**Run 1: cells colored by class**

Drawn at 6 px/um.
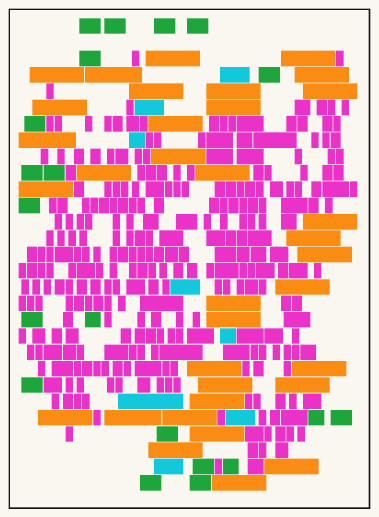
**Run 1: I/O pins on the die edge**

Drawn at 4 px/um. Pins as bars across the die edge, other pins in gray.
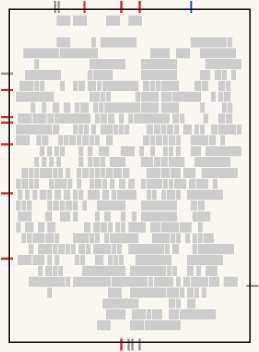
**Run 1: clock wiring as the flow saved it**

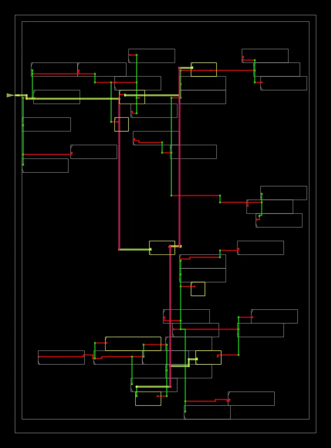
<file path="src/rtl/pong_paddle_ctrl.sv">
`default_nettype none
// =============================================================================
// Module   : pong_paddle_ctrl
// Brief    : Synchronised/debounced paddle buttons drive a two-speed, screen-clamped
//            paddle position, advanced once per ctrl_tick. Optional macro
//            PONG_PADDLE_AUTO_EN adds auto_en/ball_y ball-tracking mode.
// Revision : 1.0  initial release
// =============================================================================
module pong_paddle_ctrl #(
   parameter int Y_W         = 10,
   parameter int PADDLE_H    = 64,
   parameter int Y_MIN       = 0,
   parameter int Y_MAX       = 416,
   parameter int Y_INIT      = 208,
   parameter int DEB_TICKS   = 4,
   parameter int STEP_SLOW   = 2,
   parameter int STEP_FAST   = 6,
   parameter int ACCEL_TICKS = 16
) (
   input  logic           clk_50Mhz,
   input  logic           rst,
   input  logic           ctrl_tick,
   input  logic           btn_up,
   input  logic           btn_dn,
`ifdef PONG_PADDLE_AUTO_EN
   input  logic           auto_en,
   input  logic [Y_W-1:0] ball_y,
`endif
   output logic [Y_W-1:0] paddle_y,
   output logic           moving,
   output logic           at_top,
   output logic           at_bottom
);

   localparam int             c_DEB_W       = $clog2(DEB_TICKS + 1);
   localparam int             c_HOLD_W      = $clog2(ACCEL_TICKS + 1);
   localparam logic [Y_W-1:0] c_Y_MIN       = Y_W'(Y_MIN);
   localparam logic [Y_W-1:0] c_Y_MAX       = Y_W'(Y_MAX);
   localparam logic [Y_W-1:0] c_Y_INIT      = Y_W'(Y_INIT);
   localparam logic [Y_W:0]   c_Y_MIN_X     = (Y_W+1)'(Y_MIN);
   localparam logic [Y_W:0]   c_Y_MAX_X     = (Y_W+1)'(Y_MAX);
   localparam logic [Y_W:0]   c_STEP_SLOW_X = (Y_W+1)'(STEP_SLOW);
   localparam logic [Y_W:0]   c_STEP_FAST_X = (Y_W+1)'(STEP_FAST);
   localparam logic [c_DEB_W-1:0]  c_DEB_LAST  = c_DEB_W'(DEB_TICKS - 1);
   localparam logic [c_HOLD_W-1:0] c_HOLD_LAST = c_HOLD_W'(ACCEL_TICKS - 2);
   localparam logic           c_TOP_INIT    = (Y_INIT == Y_MIN) ? 1'b1 : 1'b0;
   localparam logic           c_BOT_INIT    = (Y_INIT == Y_MAX) ? 1'b1 : 1'b0;

   typedef enum logic [1:0] {
      DIR_NONE = 2'd0,
      DIR_UP   = 2'd1,
      DIR_DN   = 2'd2
   } dir_e;

   typedef enum logic [1:0] {
      ST_IDLE = 2'd0,
      ST_SLOW = 2'd1,
      ST_FAST = 2'd2
   } state_e;

   if ((Y_MAX + PADDLE_H > (1 << Y_W)) || (Y_MIN > Y_MAX)) begin : g_bad_cfg
      $error("pong_paddle_ctrl: clamp range does not fit the paddle on screen");
   end

   // ---------------------------------------------------------------------------
   // Per-button 2-FF synchroniser and tick-rate debouncer (bit 0 = up, 1 = down)
   // ---------------------------------------------------------------------------
   logic [1:0] w_btn_raw;
   logic [1:0] w_deb;

   assign w_btn_raw = {btn_dn, btn_up};

   for (genvar b = 0; b < 2; b++) begin : g_btn
      logic               sync1_q;
      logic               sync2_q;
      logic               deb_q;
      logic               deb_d;
      logic [c_DEB_W-1:0] cnt_q;
      logic [c_DEB_W-1:0] cnt_d;

      always_comb begin
         deb_d = deb_q;
         cnt_d = cnt_q;
         if (ctrl_tick) begin
            if (sync2_q == deb_q) begin
               cnt_d = '0;
            end else if (cnt_q == c_DEB_LAST) begin
               deb_d = ~deb_q;
               cnt_d = '0;
            end else begin
               cnt_d = cnt_q + 1'b1;
            end
         end
      end

      always_ff @(posedge clk_50Mhz or posedge rst) begin
         if (rst) begin
            sync1_q <= 1'b0;
            sync2_q <= 1'b0;
            deb_q   <= 1'b0;
            cnt_q   <= '0;
         end else begin
            sync1_q <= w_btn_raw[b];
            sync2_q <= sync1_q;
            deb_q   <= deb_d;
            cnt_q   <= cnt_d;
         end
      end

      assign w_deb[b] = deb_q;
   end

   // ---------------------------------------------------------------------------
   // Requested direction (uses debounced values from before this tick)
   // ---------------------------------------------------------------------------
   state_e              state_q, state_d;
   dir_e                dir_q, dir_d;
   logic [c_HOLD_W-1:0] hold_q, hold_d;
   logic [Y_W-1:0]      y_q, y_d;
   logic                moving_q, at_top_q, at_bottom_q;
   dir_e                w_man_dir;
   dir_e                w_dir;
   logic                w_auto;

   always_comb begin
      w_man_dir = DIR_NONE;
      if (w_deb[0] && !w_deb[1]) begin
         w_man_dir = DIR_UP;
      end else if (w_deb[1] && !w_deb[0]) begin
         w_man_dir = DIR_DN;
      end
   end

`ifdef PONG_PADDLE_AUTO_EN
   localparam logic [Y_W:0] c_HALF_H_X   = (Y_W+1)'(PADDLE_H / 2);
   localparam logic [Y_W:0] c_DEADBAND_X = (Y_W+1)'(4);

   logic [Y_W:0] w_centre;
   logic [Y_W:0] w_ball_x;
   dir_e         w_auto_dir;

   assign w_centre = {1'b0, y_q} + c_HALF_H_X;
   assign w_ball_x = {1'b0, ball_y};
   assign w_auto   = auto_en;

   // ball < centre-4 is written as ball+4 < centre so it cannot underflow
   always_comb begin
      w_auto_dir = DIR_NONE;
      if (w_ball_x + c_DEADBAND_X < w_centre) begin
         w_auto_dir = DIR_UP;
      end else if (w_ball_x > w_centre + c_DEADBAND_X) begin
         w_auto_dir = DIR_DN;
      end
   end

   always_comb begin
      if (auto_en) begin
         w_dir = w_auto_dir;
      end else begin
         w_dir = w_man_dir;
      end
   end
`else
   assign w_auto = 1'b0;
   assign w_dir  = w_man_dir;
`endif

   // ---------------------------------------------------------------------------
   // Motion FSM. hold counts the slow moves of the current run after its first,
   // so the run turns FAST once ACCEL_TICKS slow moves have been made.
   // ---------------------------------------------------------------------------
   logic w_step_en;
   logic w_step_fast;

   always_comb begin
      state_d     = state_q;
      dir_d       = dir_q;
      hold_d      = hold_q;
      w_step_en   = 1'b0;
      w_step_fast = 1'b0;
      if (ctrl_tick) begin
         case (state_q)
            ST_IDLE: begin
               if (w_dir != DIR_NONE) begin
                  state_d   = ST_SLOW;
                  dir_d     = w_dir;
                  hold_d    = '0;
                  w_step_en = 1'b1;
               end
            end
            ST_SLOW: begin
               if (w_dir == DIR_NONE) begin
                  state_d = ST_IDLE;
                  hold_d  = '0;
               end else if (w_dir != dir_q) begin
                  dir_d     = w_dir;
                  hold_d    = '0;
                  w_step_en = 1'b1;
               end else begin
                  w_step_en = 1'b1;
                  if (!w_auto) begin
                     hold_d = hold_q + 1'b1;
                     if (hold_q == c_HOLD_LAST) begin
                        state_d = ST_FAST;
                     end
                  end
               end
            end
            ST_FAST: begin
               if (w_dir == DIR_NONE) begin
                  state_d = ST_IDLE;
                  hold_d  = '0;
               end else if ((w_dir != dir_q) || w_auto) begin
                  state_d   = ST_SLOW;
                  dir_d     = w_dir;
                  hold_d    = '0;
                  w_step_en = 1'b1;
               end else begin
                  w_step_en   = 1'b1;
                  w_step_fast = 1'b1;
               end
            end
            default: begin
               state_d = ST_IDLE;
               hold_d  = '0;
            end
         endcase
      end
   end

   // Step datapath: one guard bit so neither direction can wrap
   logic [Y_W:0] w_amt;
   logic [Y_W:0] w_floor;
   logic [Y_W:0] w_up_res;
   logic [Y_W:0] w_dn_res;

   always_comb begin
      w_amt    = w_step_fast ? c_STEP_FAST_X : c_STEP_SLOW_X;
      w_floor  = c_Y_MIN_X + w_amt;
      w_up_res = {1'b0, y_q} - w_amt;
      w_dn_res = {1'b0, y_q} + w_amt;
      y_d      = y_q;
      if (w_step_en) begin
         if (dir_d == DIR_UP) begin
            y_d = ({1'b0, y_q} < w_floor) ? c_Y_MIN : w_up_res[Y_W-1:0];
         end else begin
            y_d = (w_dn_res > c_Y_MAX_X) ? c_Y_MAX : w_dn_res[Y_W-1:0];
         end
      end
   end

   always_ff @(posedge clk_50Mhz or posedge rst) begin
      if (rst) begin
         state_q     <= ST_IDLE;
         dir_q       <= DIR_NONE;
         hold_q      <= '0;
         y_q         <= c_Y_INIT;
         moving_q    <= 1'b0;
         at_top_q    <= c_TOP_INIT;
         at_bottom_q <= c_BOT_INIT;
      end else begin
         state_q     <= state_d;
         dir_q       <= dir_d;
         hold_q      <= hold_d;
         y_q         <= y_d;
         moving_q    <= (state_d != ST_IDLE);
         at_top_q    <= (y_d == c_Y_MIN);
         at_bottom_q <= (y_d == c_Y_MAX);
      end
   end

   assign paddle_y  = y_q;
   assign moving    = moving_q;
   assign at_top    = at_top_q;
   assign at_bottom = at_bottom_q;

endmodule
`default_nettype wire

</file>
<file path="config.mk">
export PLATFORM = sky130hd
export DESIGN_NAME = pong_paddle_ctrl
export DESIGN_NICKNAME = d
export VERILOG_FILES = /design/src/rtl/pong_paddle_ctrl.sv
export SDC_FILE = /design/constraint.sdc
export NUM_CORES = 1
export LEC_CHECK = 0
export ABC_AREA = 1
export CORE_ASPECT_RATIO = 1.4
export CORE_UTILIZATION = 50
export CTS_BUF_LIST = sky130_fd_sc_hd__clkbuf_4 sky130_fd_sc_hd__clkbuf_8 sky130_fd_sc_hd__clkbuf_16
export CTS_CLUSTER_DIAMETER = 60
export DETAILED_ROUTE_END_ITERATION = 8
export PLACE_DENSITY = 0.81
export SYNTH_ARGS = -nofsm -noshare
export SYNTH_HDL_FRONTEND = slang
export SYNTH_SLANG_ARGS = --single-unit
</file>
<file path="constraint.sdc">
create_clock -name clk_50Mhz -period 3.9 [get_ports clk_50Mhz]
set_input_delay 0.975 -clock clk_50Mhz [delete_from_list [all_inputs] [get_ports clk_50Mhz]]
set_output_delay 0.975 -clock clk_50Mhz [all_outputs]
set_load 0.01 [all_outputs]
</file>
==> impl_metrics.toml, run 1 <==
# flow metrics
[grt]
busiest_layer = "met2"
grt_pass1_wl_um = 8438
use_met1 = 0.2475
met2_usage = 0.3879
antenna_found_initial = 0
use_met3 = 0.03427

[yosys]
synth_top_cell_by_count = "nand2_1"
synthesis.nets = 336
synth_cell_types = 37
simple_gate_share = 0.3282
synthXorXnorAreaFrac = 0.03373
logic_family = "simple AND/OR/NAND/NOR gates"
ys_chip_area_sq_mm = 0.002337
syn_area_sq_mm = 0.002337
ys_warn_count = 0
ys_sh_aoi = 0.08672
synth_top_flop_cell = "dfrtp_1"
synth.area.top_cells = "dfrtp_1 (33%), nand2_1 (12%), inv_1 (8.0%), ha_1 (6.4%), nand3_1 (6.0%)"

[clock_tree]
cts_setup_buffers = 0
cts-root-buf = "clkbuf_8"
cts_tree = "done"
numCtsBuffers = 5
h-tree-depth = 2
clock-sinks = 34

[critical_path]
cp.required_ns = 4.13
crit_slowest_cell = "clkdlybuf4s50_1"
r2r_start = "g_btn[0].deb_q$_DFFE_PP0P_"
path_cells = "clkdlybuf4s50_1 -> inv_6 -> nor2_1 -> inv_1 -> fa_1 -> nor2_4 -> nand3_1 -> nand2_1 -> nand2_1 -> nor2_1 -> nand2_1 -> nand2_1 -> nand2_1 -> nand2_1 -> nand2_1 -> nor2_1 -> nand3_1 -> nor2_1"
crit_type = "in -> reg"
cp_common_cell = "nand2_1"
crit_arrival_ns = 3.67
cp.depth = 18
crit_end = "at_bottom$_DFF_PP0_"
cp-startpoint = "ctrl_tick"
critPathCaptureType = "flip-flop"

[final_layout]
n_all_inverters = 53
regArea_sq_um = 854.6
buffer_area_frac = 0.07186
lay_top_count = "nand2_1"
comb_cells = 225
comb_share = 0.4620
dominant_cells = "combinational gates"
flops = 34
clockNetworkAreaShare = 0.04246
drive_above_1_share = 0.09412
insertedDiodeCount = 0

[power]
vdd_ir_drop_max_mv = 0.3971
power_frac_comb = 0.534
clock_power_share = 0.165
p_sw_mw = 0.9210
power_leader = "combinational logic"
powerComb_mw = 1.07

[floorplanning]
fp-utilization = 0.5195
die_area_sq_mm = 0.004956
rows = 29

[routing]
top_layer = "met4"
firstDrtPassIters = 4
ant_nets = 0
dr_wl_met3_um = 128
routedWlPerCell_um = 11.83
wirelength_um = 4756
met2_length_um = 2542

[job]
maxCapViolCount = 0
tool_warnings = 32

[placed_design]
dpl.hpwl_um = 3663
gp_congestion = 0.9538
pre_cts_slack_ns = 0.1781
placed_cell_area_sq_mm = 0.002567

[sta]
fmax_ghz = 0.2900
final_max_slew_viol_count = 0
finalSetupViolations = 0
fin_tns_setup_ns = 0

[hold_path]
worstHoldStart = "g_btn[0].sync1_q$_DFF_PP0_"
hold_path_class = "reg -> reg"
whs_endpoint = "g_btn[0].sync2_q$_DFF_PP0_"

[outcome]
outcome = "completed"
About 'cells colored by class':
[orange] flip-flops | cells: 34 | share of their area: 33%
[cyan] clock drivers and dummy loads | cells: 8 | share of their area: 4.4%
[magenta] all other logic | cells: 278 | share of their area: 55%
[green] other buffers and delay cells | cells: 20 | share of their area: 7.4%
design area: 0.002681 sq mm
Layout Utilization: 0.5959
flop share of the area: 0.3187
core area: 0.004499 sq mm

About 'I/O pins on the die edge':
[red] paddle_y | pins: 10 | direction: output | edge: 6 left, 3 top, 1 bottom
[blue] moving | pins: 1 | direction: output | edge: top
all pins by edge: 7 left, 6 top, 4 bottom, 1 right
vertical die size: 82.90 um
Die X: 59.79 um
IO Port Bufs: 17

About 'clock wiring as the flow saved it':
skew final: 0.009224 ns
clock buffers: 7
Clk. pwr: 0.331 mW

run 1: metrics by stage:
| stage | power (mW) | std cells | util | hold WS, ns |
|---|---|---|---|---|
| final | 2.000 | 402 | 0.5959 | 0.3421 |
| after global routing | 2.192 | 402 | 0.5959 | 0.3519 |
| after CTS | 2.007 | 402 | 0.5959 | 0.3483 |
| after detailed placement | 1.665 | 394 | 0.5706 | 0.3364 |
| after global placement | 1.648 | 394 | 0.5706 | 0.3355 |
| after floorplan | 1.389 | 317 | - | 0.3312 |
run 1: state kept, by name, indices dropped and copies added, names as in the netlist:
register	flops
paddle_y	10
state_q	2
at_bottom	1
g_btn.cnt_q	6
at_top	1
moving	1
g_btn.sync1_q	2
dir_q	2
g_btn.sync2_q	2
g_btn.deb_q	2
hold_q	5
**Run 1: M4 wires**

Drawn at 4 px/um. Supply wires on this layer in gray.
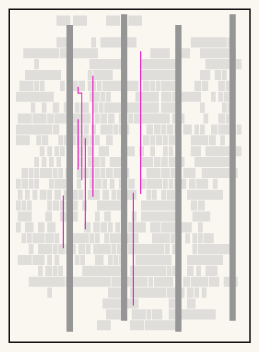

## Run 2: what changed since run 1
--- a/config.mk
+++ b/config.mk
@@ -11,7 +11,8 @@
 export CTS_BUF_LIST = sky130_fd_sc_hd__clkbuf_4 sky130_fd_sc_hd__clkbuf_8 sky130_fd_sc_hd__clkbuf_16
 export CTS_CLUSTER_DIAMETER = 60
 export DETAILED_ROUTE_END_ITERATION = 8
-export PLACE_DENSITY = 0.81
+export DONT_BUFFER_PORTS = 1
+export PLACE_DENSITY = 0.76
 export SYNTH_ARGS = -nofsm -noshare
 export SYNTH_HDL_FRONTEND = slang
 export SYNTH_SLANG_ARGS = --single-unit
**Run 2: M4 wires**

Drawn at 4 px/um. Supply wires on this layer in gray.
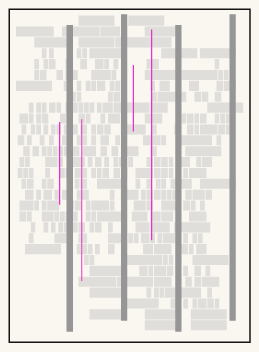
main direction: vertical
longest straight run: 52.4 um
nets with wire on the layer: 4
share of all routed wire: 2.6%
wire length on this layer: 129 um
Post-Route WL: 4990 um
Vias: 1971

==> run 2 against run 1 <==
  * Via count is 3.2% lower
  * Clock-buffer cell count stayed put
  * Setup slack better by 0.13 ns
  * Utilization is 4.5 points lower
  * Combinational power is 9% lower
  * Flip-flop count stayed put
  * Non-clock buffer count is 19 lower
  * Die size stayed put
  * Wire length is 4.9% higher
  * Sequential share of layout area is 2.6 points higher
  * Synthesized cell count stayed put
  * Critical path depth is 5 higher
==> impl_metrics.toml, run 2 <==
# flow metrics
[power]
pg_clk_mw = 0.274
clock_power_share = 0.146
p_seq_frac = 0.337
power_leader = "combinational logic"
vdd_ir_drop_max_mv = 0.5500
p_sw_mw = 0.9307
p_total_mw = 1.873
power_frac_comb = 0.517
powerComb_mw = 0.969

[critical_path]
crit_arrival_ns = 3.49
cp.required_ns = 4.08
cp_common_cell = "nand2_1"
path_cells = "inv_1 -> ha_1 -> xnor2_1 -> nand2_1 -> nor2_1 -> nand2_1 -> nor2_1 -> inv_1 -> fa_1 -> nor2_4 -> nand2_1 -> nand2_1 -> inv_1 -> nand2_1 -> nand2_1 -> nand2_1 -> nand2_1 -> nand2_1 -> nand2_1 -> o21ai_1 -> clkinv_1 -> nand2_1 -> nor2_1"
crit_type = "reg -> reg"
cp.depth = 23
r2r_start = "g_btn[0].deb_q$_DFFE_PP0P_"
critPathCaptureType = "flip-flop"
cp-startpoint = "g_btn[0].deb_q$_DFFE_PP0P_"
crit_slowest_cell = "fa_1"

[final_layout]
flops = 34
drive_above_1_share = 0.09346
dominant_cells = "combinational gates"
n_all_inverters = 53
regArea_sq_um = 854.6
lay_top_count = "nand2_1"
seq-cell-share = 0.3449
final_area_sq_mm = 0.002477
fin_util = 0.5506
fin_cells = 383
clockNetworkAreaShare = 0.03838
comb_cells = 225
largest_reg_flops = 10
buffer_area_frac = 0.003030

[routing]
met2_length_um = 2803
top_layer = "met4"
dr_wl_met3_um = 130
firstDrtPassIters = 4
wl_met1_um = 1927
routedWlPerCell_um = 13.03

[clock_tree]
h-tree-depth = 2
cts_setup_buffers = 0
clock-sinks = 34
numCtsBuffers = 5
cts-root-buf = "clkbuf_8"

[sta]
holdWs_ns = 0.3472
fin_tns_setup_ns = 0
skew_ns = 0.008845
finalSetupViolations = 0
hold_viol_final = 0

[grt]
use_met3 = 0.05140
busiest_layer = "met2"
grt_pass1_wl_um = 8887
use_met1 = 0.2457
antenna_found_initial = 0
gr-total-overflow = 0
met2_usage = 0.4293

[hold_path]
whs_endpoint = "g_btn[0].sync2_q$_DFF_PP0_"
worstHoldStart = "g_btn[0].sync1_q$_DFF_PP0_"

[yosys]
enable_flop_cells = 0
ys_cells = 317
synth.area.top_cells = "dfrtp_1 (33%), nand2_1 (12%), inv_1 (8.0%), ha_1 (6.4%), nand3_1 (6.0%)"
synth_top_cell_by_count = "nand2_1"
ys_warn_count = 0
synth_cell_types = 37
synthesis.nets = 336
synth_top_flop_cell = "dfrtp_1"
ys_chip_area_sq_mm = 0.002337
syn_area_sq_mm = 0.002337

[placed_design]
place_inst = 375
dpl.hpwl_um = 3924
gp_congestion = 1.060
placed_cell_area_sq_mm = 0.002382
pre_cts_slack_ns = 0.6290
io_buffers = 0

[floorplanning]
core_area_sq_mm = 0.004499
fp.dieW_um = 59.79
die_h_um = 82.90
die_area_sq_mm = 0.004956
rows = 29

[job]
tool_warnings = 32
maxCapViolCount = 0

[outcome]
outcome = "completed"
==> run 2: cell counts after synthesis <==
Identical to the previous run, type by type.
==> run 2: worst max-delay path by stage <==
stage | slack [ns] | to
global route | 0.25 | at_top$_DFF_PP0_
finish | 0.59 | at_bottom$_DFF_PP0_
floorplan | 0.96 | at_bottom$_DFF_PP0_
global placement | 0.71 | at_bottom$_DFF_PP0_
CTS | 0.60 | at_top$_DFF_PP0_
detailed placement | 0.63 | at_top$_DFF_PP0_
==> run 2: cells by family (layout without fill, tap and decap cells) <==
kind of cell	Yosys count	after routing	synth area share
compound gates	36	36	0.08673
xor+xnor	9	9	0.03372
fa+ha+maj	14	14	0.08137
buf+inv	58	62	0.1044
flops	34	34	0.3656
simple gates	166	166	0.3282
No activity file was given, so power comes from the tool's default toggle rates.
